run_1/pdn.png
The bar under the picture is 20 µm long. Pins as bars on the die edge.
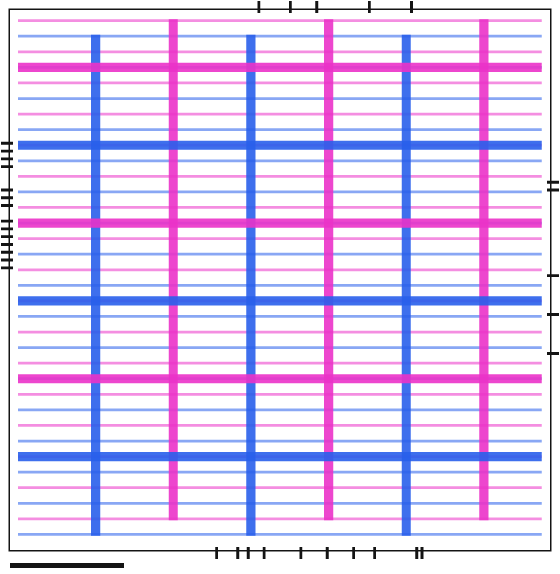
run_1/cell_classes.png
The bar under the picture is 20 µm long.
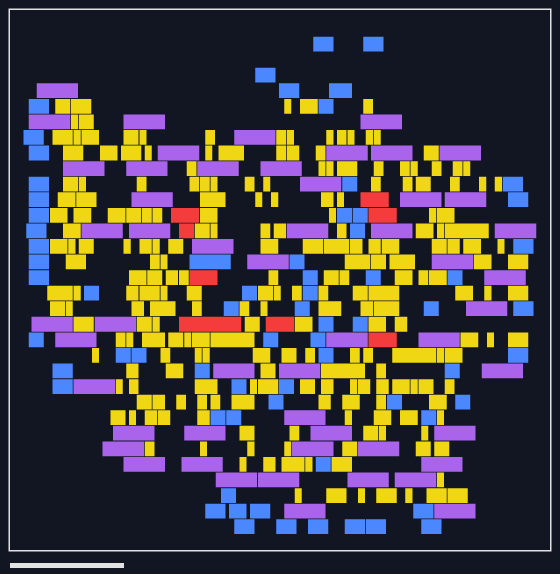
run_1/clock_map.png
The bar under the picture is 20 µm long.
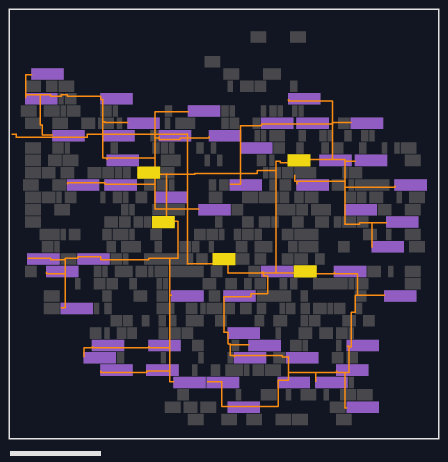
Design axi_uart_tx_serializer, sky130hd; sources not shown.
==> out/summary.log <==
INFO  final_timing   timing.slew.headroom=64.4%
INFO  synthesis      post_synthesis_cell_type_count=57
INFO  global_routing grt-ovfl-total=0
INFO  synthesis      common_cells=53 x sky130_fd_sc_hd__dfxtp_1, 31 x sky130_fd_sc_hd__nor2_1, 27 x sky130_fd_sc_hd__nand2_1
INFO  final_timing   final_max_slew_viols=0
INFO  cts            cts_max_path_buffers=2
INFO  pwr            power.density=903nW/µm²
INFO  detailed_routing antenna_violating_nets_post_route=0
INFO  run            openroad_warning_count=27
INFO  detailed_routing remaining_drc_errors=0
INFO  final_layout   design.final.nets=394
INFO  final_timing   grt_setup_unrepaired=no
INFO  synthesis      synth_area=2730µm²
INFO  worst_setup_path critPathKind=in2out
INFO  final_timing   final-setup-viol-count=0
INFO  placement      port_buffers=33
INFO  final_timing   report.final.hold_viol_count=0
INFO  worst_setup_path path_delay_family=buffers and inverters
INFO  final_layout   antenna_diode_count=0
INFO  detailed_routing first_iter_violations=58
INFO  cts            cts_root_buffer=sky130_fd_sc_hd__clkbuf_8
INFO  final_layout   lay_top_count=sky130_fd_sc_hd__dfxtp_1
INFO  global_routing track_usage=16.5%
INFO  run_status     status=complete, no violations
INFO  worst_setup_path cp_data_required_time=2.00ns
INFO  die            initial_utilization=33.2%
INFO  final_layout   area_growth_syn_to_layout=27.7%
INFO  worst_setup_path critical-path-max-stage-delay=0.44ns
INFO  worst_setup_path worstSetupPathDepth=4
INFO  placement      dpl_worst_slack=-0.539ns
INFO  final_layout   final.fill_count=842
INFO  synthesis      yosys.area.top_type_share=38.9%
INFO  detailed_routing drt-wirelength-per-cell=14.1µm
INFO  final_timing   min_period_over_period=91.4%
INFO  synthesis      ys.warnings.count=0
INFO  final_timing   final_period_minus_worst_setup_slack=2.61ns
INFO  worst_setup_path crit_buf_inv=3
INFO  synthesis      async_flop_share=0%
INFO  cts            path_clk_slew=0.09ns
INFO  final_timing   layout_setup_ws=0.244ns
INFO  final_layout   final-comb-area=1540µm²
INFO  synthesis      avgSynthCellArea=8.95µm²
INFO  global_routing grt_antenna_before_repair=0
INFO  detailed_routing totalWireLength=6580µm
INFO  die            pin_count=34
INFO  placement      place_hpwl=4780µm
INFO  cts            tritoncts=yes
INFO  synthesis      top_cells_by_area=sky130_fd_sc_hd__dfxtp_1 39%, sky130_fd_sc_hd__mux2i_1 5.9%, sky130_fd_sc_hd__nor2_1 4.3%
INFO  min_path       timing.hold.worst.class=reg2reg
INFO  min_path       timing.hold.worst_path_depth=2
INFO  synthesis      postSynthRegisterBits=53
INFO  final_layout   leading_cell_types_in_the_layout_fill_and_taps_excluded=53 x sky130_fd_sc_hd__dfxtp_1, 35 x sky130_fd_sc_hd__buf_4, 31 x sky130_fd_sc_hd__nor2_1, 29 x sky130_fd_sc_hd__clkdlybuf4s50_1, 27 x sky130_fd_sc_hd__nand2_1
INFO  detailed_routing vias_per_cell=5.16
INFO  placement      place.gp.congestion=0.788
INFO  synthesis      synth_top_cell_by_area=sky130_fd_sc_hd__dfxtp_1
INFO  global_routing via_count_of_the_first_global_routing_pass=2,365
INFO  pwr            fin_total_pwr=3.15mW
INFO  synthesis      edf_count=0
INFO  synthesis      mappedNetlistNets=339
INFO  synthesis      synth.yosys.num_cells=305
INFO  cts            cts.htree.levels=2
INFO  detailed_routing first_drt_pass_iteration_count=4
INFO  global_routing pin_count_of_the_biggest_net_entering_global_routing=46
INFO  worst_setup_path cp.arrival=1.75ns
INFO  worst_setup_path worstRegToRegCells=7
INFO  worst_setup_path reg2reg_slack=0.74ns
INFO  final_timing   max_clock_freq=384MHz
INFO  cts            cts_hold_repair.buffers=0
INFO  worst_setup_path end_kind=output pin
INFO  synthesis      post_synth_inst_count=305
INFO  worst_setup_path critical_path.startpoint_type=input pin
INFO  worst_setup_path critical_path.slowest_cell=sky130_fd_sc_hd__or3_4
INFO  global_routing grt_pass1_wl=11,100µm
INFO  placement      detailed_place.area=3340µm²
INFO  cts            clock_sink_count=53
INFO  final_timing   tightest_slew=0.534ns
INFO  die            die_area=8900µm²
INFO  synthesis      seq_area_frac_synth=38.9%
INFO  worst_setup_path worstPathCellList=dlygate4sd2_1 -> or3_4 -> clkinv_4 -> buf_6
INFO  final_layout   final_layout_size_suffix_gt1_share=17.5%
INFO  synthesis      synthFlopType=sky130_fd_sc_hd__dfxtp_1
INFO  run            max_cap_violations=0
INFO  synthesis      yosys-stat-area=2730µm²
INFO  pwr            leakagePower=1.27nW
INFO  worst_setup_path timing.critical_path.fanout_max=3
INFO  synthesis      synth_dominant_cell_count=sky130_fd_sc_hd__dfxtp_1
INFO  detailed_routing vias=2,405
INFO  final_layout   area.sequential=1060µm²
INFO  cts            cts_made_buffers=5
Notes on pdn.png above:
VDD -> magenta
VSS -> blue
met5 straps = 6
signal pins = 34
met4 straps = 6
met1 rails = 34
rows = 33
worst vdd rail ir drop: 0.349 mV
Std-Cell Core Area: 8220 µm²
overall die height: 94.3 µm
Die Wd: 94.3 µm

Notes on cell_classes.png above:
clock drivers and dummy loads -> red  # cells 8
flip-flops -> purple  # cells 53
all other logic -> yellow  # cells 232
other buffers and delay cells -> blue  # cells 68
utilization of the core after routing: 42.4%
design area: 3490 µm²
sequential portion of the cell area: 30.4%
std cell rows: 33

Notes on clock_map.png above:
clock wires -> orange  # length 715 µm
cells driving clock nets -> yellow  # count 5
flip-flops -> purple  # count 53
routed clock nets = 6
Clock Skews: 0.00368 ns
clock group power: 0.544 mW
clock insertion delay at the later pin of the skew report: 0.31 ns
Clk network pwr share: 17.3%

run 1: power breakdown:
group          leakage [nW]  internal [mW]  switching, mW
clock network        0.0619          0.296          0.248
logic                 0.771          0.771          0.810
registers             0.433          0.899          0.122
total                  1.27           1.97           1.18
run 1: timing repair:
item | 4_1_cts | 5_1_grt
cloned | 0 | 0
setup endpoints to repair | 4 | 1
pin swaps | 3 | 2
gates resized | 16 | 1
setup buffers | 1 | 1
run 1: layout make-up:
type	count	area share [%]
Multi-Input combinational cell	225	44.1
Sequential cell	53	30.4
Timing Repair Buffer	68	17.3
Tap cell	105	3.77
Clock buffer	7	2.58
Inverter	7	0.897
Clock inverter	1	0.861
run 1: worst min-delay path, cell delays in order (launching register included):
cell and delay [ns]:
sky130_fd_sc_hd__dfxtp_1 0.32, sky130_fd_sc_hd__nand2_1 0.05, sky130_fd_sc_hd__a21oi_1 0.05
run 1: kinds of logic after synthesis:
family	share of synthesized area, %
simple gates	21.6
compound gates	20.0
flops	38.9
buf+inv	5.50
mux	6.69
xor+xnor	5.46
fa+ha+maj	1.83
run 1: through the flow:
stage / std cells / hold WS [ns] / TNS, ns
global placement: 456 / 0.445 / -1.41
detailed placement: 456 / 0.448 / -1.49
floorplan: 305 / 0.433 / 0
CTS: 465 / 0.463 / 0
finish: 466 / 0.464 / 0
global route: 466 / 0.483 / 0
run 1: per-layer routing:
layer | track usage [%] | wire [µm] | vias to the layer above
met2 | 28.8 | 3360 | 37
met4 | 3.46 | 59 | 0
li1 | - | - | 1213
met1 | 19.1 | 2940 | 1149
met5 | - | 0 | -
met3 | 4.03 | 229 | 6
Power and IR drop assume default switching activity.
